===== config.mk =====
export PLATFORM = sky130hd
export DESIGN_NAME = alu_operand_stage
export DESIGN_NICKNAME = d
export VERILOG_FILES = /design/src/rtl/alu_operand_stage.sv
export SDC_FILE = /design/constraint.sdc
export NUM_CORES = 1
export LEC_CHECK = 0
export CORE_MARGIN = 1
export CORE_UTILIZATION = 35
export CTS_CLUSTER_SIZE = 20
export DETAILED_ROUTE_END_ITERATION = 10
export PLACE_DENSITY_LB_ADDON = 0.1
export SYNTH_ARGS = -nofsm -noshare
export SYNTH_HDL_FRONTEND = slang
export SYNTH_SLANG_ARGS = --single-unit

===== constraint.sdc =====
create_clock -name clock -period 5.1 [get_ports clock]
set_input_delay 0.51 -clock clock [delete_from_list [all_inputs] [get_ports clock]]
set_output_delay 0.51 -clock clock [all_outputs]
set_load 0.02 [all_outputs]

===== src/rtl/alu_operand_stage.sv =====
// Operand select/extend and opcode translation ahead of the 16-bit ALU.
// Registered output with a one-entry skid buffer.
module alu_operand_stage (
  input  logic        clock,
  input  logic        reset_n,
  input  logic        in_valid,
  output logic        in_ready,
  input  logic [3:0]  in_op,
  input  logic [15:0] in_rs_val,
  input  logic [15:0] in_rt_val,
  input  logic [7:0]  in_imm,
  input  logic [3:0]  in_dest,
  output logic        out_valid,
  input  logic        out_ready,
  output logic [15:0] out_in1,
  output logic [15:0] out_in2,
  output logic [2:0]  out_control,
  output logic [3:0]  out_dest,
  output logic        err_illegal,
  output logic [15:0] issue_count
);

  typedef struct packed {
    logic [15:0] in1;
    logic [15:0] in2;
    logic [2:0]  ctrl;
    logic [3:0]  dest;
  } op_t;

  // encoding is {main_valid, skid_valid}
  typedef enum logic [1:0] {
    EMPTY = 2'b00,
    ONE   = 2'b10,
    FULL  = 2'b11
  } state_e;

  state_e      state_q, state_d;
  op_t         main_q, main_d;
  op_t         skid_q, skid_d;
  op_t         dec;
  logic        legal;
  logic        rdy_q;
  logic        err_q;
  logic [15:0] cnt_q;
  logic        acc;
  logic        acc_ok;
  logic        drain;
  logic [15:0] zimm;
  logic [15:0] simm;
  logic [15:0] shimm;

  assign zimm  = {8'h00, in_imm};
  assign simm  = {{8{in_imm[7]}}, in_imm};
  assign shimm = {12'h000, in_imm[3:0]};

  always_comb begin
    dec.in1  = in_rs_val;
    dec.in2  = in_rt_val;
    dec.ctrl = 3'd0;
    dec.dest = in_dest;
    legal    = 1'b1;
    unique case (in_op)
      4'd0, 4'd1, 4'd2, 4'd3,
      4'd4, 4'd5, 4'd6: dec.ctrl = in_op[2:0];
      4'd7: begin
        dec.ctrl = 3'd0;
        dec.in2  = zimm;
      end
      4'd8: begin
        dec.ctrl = 3'd1;
        dec.in2  = zimm;
      end
      4'd9: begin
        dec.ctrl = 3'd2;
        dec.in2  = simm;
      end
      4'd10: begin
        dec.ctrl = 3'd4;
        dec.in2  = shimm;
      end
      4'd11: begin
        dec.ctrl = 3'd5;
        dec.in2  = shimm;
      end
      4'd12: begin
        dec.ctrl = 3'd6;
        dec.in2  = simm;
      end
      default: legal = 1'b0;
    endcase
  end

  // rdy_q holds off acceptance until the first edge after reset release
  assign in_ready  = rdy_q & ~state_q[0];
  assign out_valid = state_q[1];
  assign acc       = in_valid & in_ready;
  assign acc_ok    = acc & legal;
  assign drain     = state_q[1] & out_ready;

  always_comb begin
    state_d = state_q;
    main_d  = main_q;
    skid_d  = skid_q;
    unique case (state_q)
      EMPTY: begin
        if (acc_ok) begin
          main_d  = dec;
          state_d = ONE;
        end
      end
      ONE: begin
        if (acc_ok && drain) begin
          main_d = dec;
        end else if (acc_ok) begin
          skid_d  = dec;
          state_d = FULL;
        end else if (drain) begin
          state_d = EMPTY;
        end
      end
      FULL: begin
        if (drain) begin
          main_d  = skid_q;
          state_d = ONE;
        end
      end
      default: state_d = EMPTY;
    endcase
  end

  always_ff @(posedge clock or negedge reset_n) begin
    if (!reset_n) begin
      state_q <= EMPTY;
      main_q  <= '0;
      skid_q  <= '0;
      rdy_q   <= 1'b0;
      err_q   <= 1'b0;
      cnt_q   <= 16'h0000;
    end else begin
      state_q <= state_d;
      main_q  <= main_d;
      skid_q  <= skid_d;
      rdy_q   <= 1'b1;
      err_q   <= acc & ~legal;
      if (drain) cnt_q <= cnt_q + 16'h0001;
    end
  end

  assign out_in1     = main_q.in1;
  assign out_in2     = main_q.in2;
  assign out_control = main_q.ctrl;
  assign out_dest    = main_q.dest;
  assign err_illegal = err_q;
  assign issue_count = cnt_q;

endmodule


==> run_1/metal_stack.png <==
Scale bar: 20 µm.
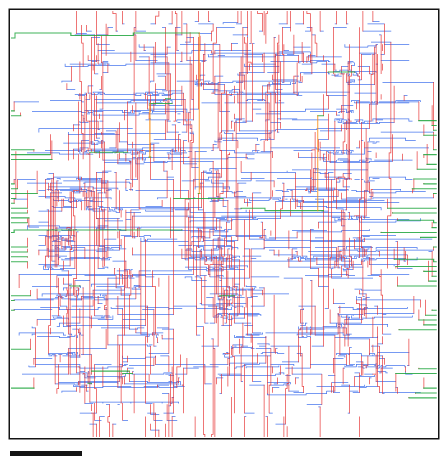
color	layer	wire length
red	met2	5340 µm
orange	met4	86.4 µm
green	met3	481 µm
blue	met1	5520 µm
GRT Util Overall: 16.6%
routed len/inst: 15.1 µm
final WL: 11400 µm
Via Count: 3752

==> run_1/gate_families.png <==
Scale bar: 20 µm.
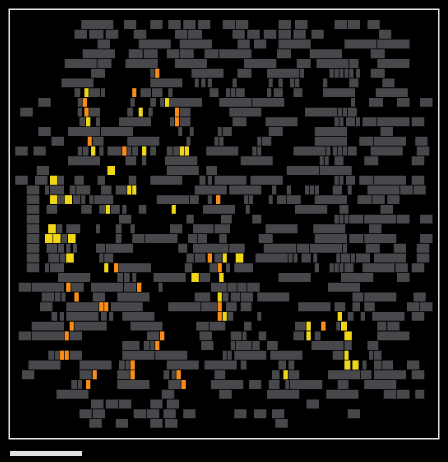
color	family	cells
yellow	NOR gates	37
orange	inverters	32
Comb area share: 33.7%
final cell count without fillers: 757

==> impl_metrics.toml, run 1 <==
# generated from flow reports
[run_status]
status = "complete, no violations"

[route]
vias_per_cell = 4.96
highest_layer = "met4"
wl_met3_um = 480
wl_met2_um = 5340
ant_nets = 0
drtIter0Drc = 268
drc = 0
dr.pass1.iters = 5

[final_timing]
tightestPinTransition_ns = 1.20
setup_tns_ns = 0
timing.slew.headroom_pct = 19.9
fin_crit_sh_pct = 58.2
hold_slack_ns = 0.105
finalSetupViolations = 0
fmax_ghz = 0.337
finalWorstSetupSlack_ns = 2.13
slew_viol_final = 0
hold_violations = 0
rsz0062_at_grt = "false"
period_minus_slack_ns = 2.97

[critical_path]
rr_endpoint = "out_in2[4]$_DFFE_PN0P_"
critical_path.startpoint = "state_q[1]$_DFFE_PN0P_"
worst_ep_required_time_ns = 5.27
cpMaxStageDelayCell = "and3_1"
cp.depth = 4
crit_buf_inv = 0
critical_path_class = "reg2reg"
worstSetupEndpointType = "flop"
slowest_delay_ns = 0.90
reg2reg_setup_slack_ns = 2.13
cp.arrival_ns = 3.14
crit_chain = "ha_1 > and3_1 > and2_1 > a222oi_1"
critPathCapture = "out_in2[4]$_DFFE_PN0P_"
cp_max_fo = 25
path_delay_family = "simple AND/OR/NAND/NOR gates"
r2r-start = "state_q[1]$_DFFE_PN0P_"

[final_layout]
final_cell_area_um2 = 6270
nClkBuffers = 13
largest_class = "registers"
logic_area_um2 = 2110
inverters_excl_clock = 32
drive_gt1_share_pct = 9.81
largest_reg_flops = 39
num-multi-input-gates = 324
fillers = 1304
nonClkBufAreaFrac_pct = 17.6
finish.utilization_pct = 47.0
clock_area_share_pct = 4.23
fin_nets = 633
diodes = 0
design.seq.count = 98
layout_top_cells = "108 x nand2_1, 108 x clkdlybuf4s50_1, 98 x dfrtp_1"
regMostFlops = "skid_q"

[pwr]
powerClk_uw = 617
powerDensity_nw_per_um2 = 572
p_comb_uw = 1670
intPower_uw = 2260
p_sw_uw = 1330
sw_frac_of_total_pct = 37.1
finalPower_uw = 3590
power_leader = "combinational logic"
seq_cell_power_uw = 1300
p_leak_uw = 0.00276
combPwrFrac_pct = 46.5

[die]
tapCellCount = 176
die_y_um = 120
ios = 110
die-area_um2 = 14300
fp_util_pct = 36.3
die-width_um = 120
coreArea_um2 = 13300

[grt]
grtUsageMet1_pct = 22.4
grt_pass1_wl_um = 18900
antenna_found_initial = 0
top_usage_layer = "met2"
grt_use_met3_pct = 3.14
grt_pass1_vias = 3688
gr-usage-met2_pct = 26.3
globalRouteOverflowTotal = 0
grt_max_degree = 68

[job]
warning_count = 29
maxCapViolCount = 0

[clock_tree]
cts_buffers = 9
ctsHoldBuffers = 0
clk_latency_ns = 0.34
clk_pin_slew_ns = 0.06
htree_levels = 3
cts_setup_buffers = 0
cts_tree = "yes"
post_cts_resized = 0
clock_path_buffers = 2
cts-root-buf = "clkbuf_16"

[logic_synthesis]
async_flop_share_pct = 100
synth-edff-count = 0
synth_flops = 98
yosysUniqueCellTypes = 52
synthMuxAreaShare_pct = 3.10
syn_avg_cell_area_um2 = 9.99
yosysChipArea_um2 = 4850
area_leaders = "dfrtp_1 51%, nand2_1 8.4%, o221a_2 5.6%"
syn_nets = 542
top_logic_kind = "simple AND/OR/NAND/NOR gates"
xor_area_share_pct = 2.89
ys_seq_share_pct = 50.6
synth.largest_area_cell = "dfrtp_1"
simple_gate_share_pct = 19.0
aoi_share_pct = 17.0
ys_cells = 485
common_cells = "108 x nand2_1, 98 x dfrtp_1, 32 x inv_1, 24 x o221a_2, 22 x nor2_1"
synth.most_common_cell = "nand2_1"
ys_sh_adder_pct = 1.29
synthCells = 485
yosys.area.top_type_share_pct = 50.6

[placed_design]
dp_hpwl_um = 7810
place.gp.congestion = 0.804
place_inst = 741
dpl_worst_slack_ns = 1.90
placed_cell_area_um2 = 6010
port_buffers = 109

[worst_hold_path]
hp-class = "in2async"
==> run_1/registers.png <==
Scale bar: 20 µm.
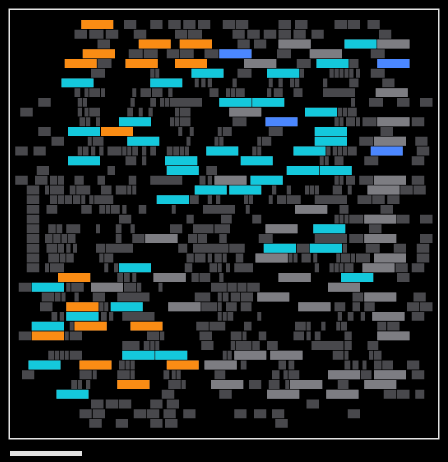
color	name in the netlist	flops
blue	out_dest	4
orange	out_in2	16
cyan	skid_q	39
Register Area: 2450 µm²
sequential share of cell area: 39.1%

==> run 1 -> run 2 <==
Clock period 5.1 ns to 2.6 ns, I/O delays scaled along.
==> run 2 against run 1 <==
Total power rose by 110%. Synthesized cell count did not move. Fmax rose by 28%. Core utilization rose by 1.4 points. Register-to-register slack got worse by 1.8 ns. Flip-flop count did not move. Synthesized area did not move.
==> impl_metrics.toml, run 2 <==
# generated from flow reports
[run_status]
status = "complete, no violations"

[final_timing]
hold_slack_ns = 0.467
rsz0062_at_grt = "false"
tightestPinTransition_ns = 0.682
hold_violations = 0
finalSetupViolations = 0
fin_crit_sh_pct = 88.8
slew_viol_final = 0
timing.slew.headroom_pct = 54.5
fmax_ghz = 0.433
period_minus_slack_ns = 2.31

[die]
die_y_um = 120
ios = 110
fp_util_pct = 36.3
tapCellCount = 176
die-area_um2 = 14300

[logic_synthesis]
async_flop_share_pct = 100
simple_gate_share_pct = 19.0
synth.most_common_cell = "nand2_1"
yosysChipArea_um2 = 4850
synth_flops = 98
ys_cells = 485
synth-edff-count = 0
ys_sh_adder_pct = 1.29
area_leaders = "dfrtp_1 51%, nand2_1 8.4%, o221a_2 5.6%"
common_cells = "108 x nand2_1, 98 x dfrtp_1, 32 x inv_1, 24 x o221a_2, 22 x nor2_1"
synthCells = 485
yosysUniqueCellTypes = 52
xor_area_share_pct = 2.89
syn_nets = 542
syn_avg_cell_area_um2 = 9.99

[pwr]
p_sw_uw = 2740
power_leader = "combinational logic"
combPwrFrac_pct = 45.9
finalPower_uw = 7430
powerDensity_nw_per_um2 = 1150
powerClk_uw = 1450

[route]
wl_per_cell_um = 15.4
wl_met3_um = 667
wl_met2_um = 5650
vias_per_cell = 5.05
highest_layer = "met4"
wl_um = 11900

[final_layout]
finish.utilization_pct = 48.4
drive_gt1_share_pct = 12.5
regMostFlops = "skid_q"
clock_area_share_pct = 4.92
fillers = 1281
nClkBuffers = 11
num-multi-input-gates = 324
design.seq.count = 98
logic_area_um2 = 2110
largest_class = "registers"
nonClkBufAreaFrac_pct = 19.2
fin_nets = 651

[clock_tree]
clock_path_buffers = 2
cts_tree = "yes"
htree_levels = 3
clk_latency_ns = 0.35
cts-root-buf = "clkbuf_16"
cts_buffers = 9
clk_pin_slew_ns = 0.07
post_cts_resized = 0

[critical_path]
critPathCapture = "out_in1[1]$_DFFE_PN0P_"
critical_path.startpoint = "state_q[1]$_DFFE_PN0P_"
cp_max_fo = 13
cp.arrival_ns = 2.60
slowest_delay_ns = 0.52
worst_ep_required_time_ns = 2.89
crit_chain = "inv_1 > ha_1 > nor2_1 > a41oi_4 > o21ai_4 > buf_4 > o221a_2"
rr_endpoint = "out_in1[1]$_DFFE_PN0P_"
path_delay_family = "AND-OR/OR-AND gates"

[job]
warning_count = 29

[placed_design]
placed_cell_area_um2 = 6130

[grt]
globalRouteOverflowTotal = 0
grt.total_usage_pct = 17.8
top_usage_layer = "met2"
gr-usage-met2_pct = 28.6
grt_pass1_wl_um = 20000
grtUsageMet1_pct = 23.1
==> run_2/cell_classes.png <==
Scale bar: 20 µm. Fill, decap, tap and diode cells in gray.
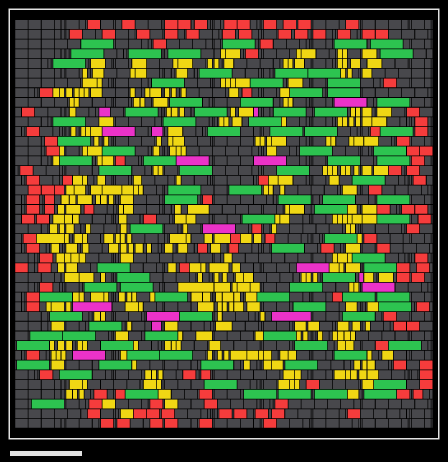
color	class	cells	share of their area
magenta	clock drivers and dummy loads	16	5.1%
yellow	all other logic	356	36%
red	other buffers and delay cells	129	20%
green	flip-flops	98	39%
post-route cell area: 6460 µm²
Core ar.: 13300 µm²
cell row count: 42

==> run_2/gate_families.png <==
Scale bar: 20 µm.
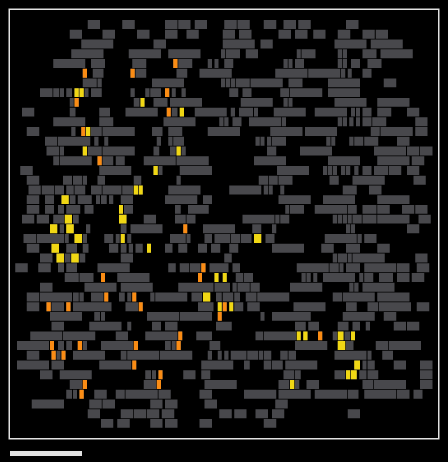
color	family	cells
yellow	NOR gates	37
orange	inverters	32
Comb area share: 32.7%
final cell count without fillers: 775

==> run 2 -> run 3 <==
Settings changed: CAP_MARGIN set to 25, PLACE_DENSITY set to 0.71, PLACE_DENSITY_LB_ADDON 0.1 to unset.
==> run_3/cell_classes.png <==
Scale bar: 20 µm. Fill, decap, tap and diode cells in gray.
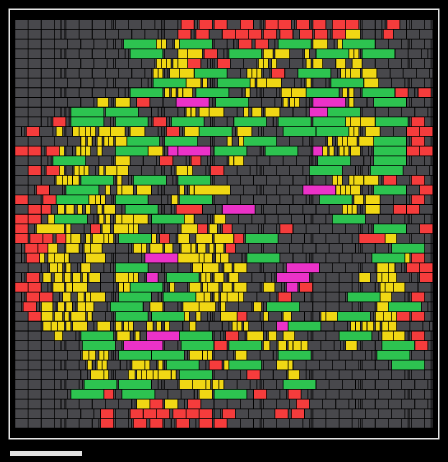
color	class	cells	share of their area
green	flip-flops	98	39%
yellow	all other logic	356	36%
magenta	clock drivers and dummy loads	16	5.0%
red	other buffers and delay cells	125	20%
sequential share of cell area: 38.0%
fin util: 48.3%
post-route cell area: 6450 µm²

==> run 3 against run 2 <==
Non-clock buffer count decreased by 4. Design area decreased by 0.19%. Flip-flop count unchanged. Critical endpoint is now out_in1[4]$_DFFE_PN0P_. Largest cell class unchanged.
==> impl_metrics.toml, run 3 <==
# generated from flow reports
[run_status]
status = "complete, no violations"

[die]
die-area_um2 = 14300
ios = 110
fp_util_pct = 36.3
coreArea_um2 = 13300
tapCellCount = 176
die_y_um = 120
die-width_um = 120
num_rows = 42

[final_timing]
fmax_ghz = 0.436
slew_viol_final = 0
fin_crit_sh_pct = 88.3
setup_tns_ns = 0
period_minus_slack_ns = 2.30
hold_slack_ns = 0.457
clock_skew_ns = 0.00696
rsz0062_at_grt = "false"
finalWorstSetupSlack_ns = 0.305
hold_violations = 0
finalSetupViolations = 0
tightestPinTransition_ns = 0.586
timing.slew.headroom_pct = 60.9

[clock_tree]
clk_pin_slew_ns = 0.07
cts_tree = "yes"
clk_latency_ns = 0.34
cts-root-buf = "clkbuf_16"
ctsHoldBuffers = 1
clock_path_buffers = 2
cts_setup_buffers = 0
htree_levels = 3
cts_buffers = 9
clock-sinks = 98
post_cts_resized = 0

[pwr]
power_leader = "combinational logic"
p_leak_uw = 0.00285
irDropWorstVdd_mv = 0.389
seqPwrFrac_pct = 35.1
finalPower_uw = 7370
sw_frac_of_total_pct = 37.0
combPwrFrac_pct = 46.4
powerClk_uw = 1360
intPower_uw = 4640
p_comb_uw = 3420
pwr-share-clk_pct = 18.5
powerDensity_nw_per_um2 = 1140
p_sw_uw = 2730
seq_cell_power_uw = 2590

[critical_path]
critical_path_class = "reg2reg"
worstSetupStartpointType = "flop"
critical_path.startpoint = "state_q[1]$_DFFE_PN0P_"
critPathCapture = "out_in1[4]$_DFFE_PN0P_"
path_delay_family = "AND-OR/OR-AND gates"
cp.arrival_ns = 2.57
cpMaxStageDelayCell = "dfrtp_1"
crit_chain = "inv_1 > ha_1 > nor2_1 > a41oi_4 > o21ai_4 > buf_4 > o221a_2"
r2r-start = "state_q[1]$_DFFE_PN0P_"
cp_max_fo = 20
slowest_delay_ns = 0.48
cp.depth = 7
rr_endpoint = "out_in1[4]$_DFFE_PN0P_"
worst_ep_required_time_ns = 2.87
worstSetupEndpointType = "flop"
reg2reg_setup_slack_ns = 0.30
reg2reg_depth = 7
crit_buf_inv = 2

[logic_synthesis]
area_leaders = "dfrtp_1 51%, nand2_1 8.4%, o221a_2 5.6%"
synth_area_um2 = 4850
synth.largest_area_cell = "dfrtp_1"
ys_sh_adder_pct = 1.29
aoi_share_pct = 17.0
common_cells = "108 x nand2_1, 98 x dfrtp_1, 32 x inv_1, 24 x o221a_2, 22 x nor2_1"
top_logic_kind = "simple AND/OR/NAND/NOR gates"
async_flop_share_pct = 100
syn_nets = 542
yosysWarnings = 0
synth_flops = 98
dominantRegCellSynth = "dfrtp_1"
ys_cells = 485
synthMuxAreaShare_pct = 3.10
synth-edff-count = 0
xor_area_share_pct = 2.89
synthCells = 485
yosysUniqueCellTypes = 52
synth.most_common_cell = "nand2_1"
simple_gate_share_pct = 19.0
yosysChipArea_um2 = 4850
ys_seq_share_pct = 50.6
syn_avg_cell_area_um2 = 9.99
yosys.area.top_type_share_pct = 50.6

[worst_hold_path]
hp-class = "in2async"

[final_layout]
largest_class = "registers"
layout_top_cells = "108 x nand2_1, 108 x clkdlybuf4s50_1, 98 x dfrtp_1"
flop_area_um2 = 2450
nonClkBufAreaFrac_pct = 19.2
nClkBuffers = 10
fillers = 1239
num-multi-input-gates = 324
regMostFlops = "skid_q"
comb_area_share_pct = 32.7
inverters_excl_clock = 32
logic_area_um2 = 2110
fin_nets = 647
finalNonFillerCells = 771
design.seq.count = 98
syn2layout_area_growth_pct = 33.1
diodes = 0
clock_area_share_pct = 4.81
largest_reg_flops = 39
nNonClkBuffers = 125
drive_gt1_share_pct = 12.3

[placed_design]
dpl_worst_slack_ns = 0.278
dp_hpwl_um = 8360
place_inst = 754
port_buffers = 109
placed_cell_area_um2 = 6130
place.gp.congestion = 0.852

[route]
wl_met2_um = 5750
highest_layer = "met4"
ant_nets = 0
drc = 0
drtIter0Drc = 256
dr.pass1.iters = 4
vias_per_cell = 5.08
wl_met3_um = 408
wl_met1_um = 5260

[grt]
grtUsageMet1_pct = 21.5
grt_pass1_vias = 3802
globalRouteOverflowTotal = 0
antenna_found_initial = 0
gr-usage-met2_pct = 28.0
top_usage_layer = "met2"
grt_pass1_wl_um = 19000
grt_max_degree = 56
grt_use_met3_pct = 2.61

[job]
maxCapViolCount = 0
warning_count = 29
==> run_3/metal_stack.png <==
Scale bar: 20 µm.
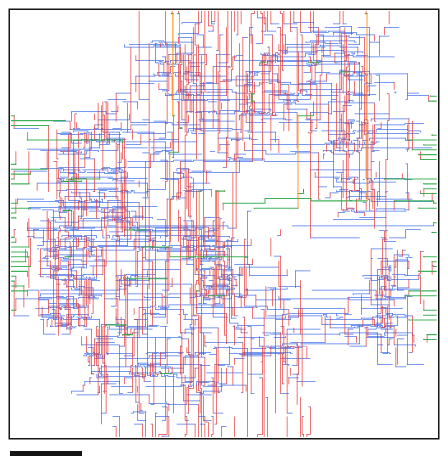
color	layer	wire length
red	met2	5750 µm
green	met3	408 µm
blue	met1	5260 µm
orange	met4	225 µm
routed len/inst: 15.1 µm
final WL: 11600 µm
GRT Util Overall: 16.8%
Via Count: 3915

Power figures rest on the tool's default switching activity, not on a simulated workload.
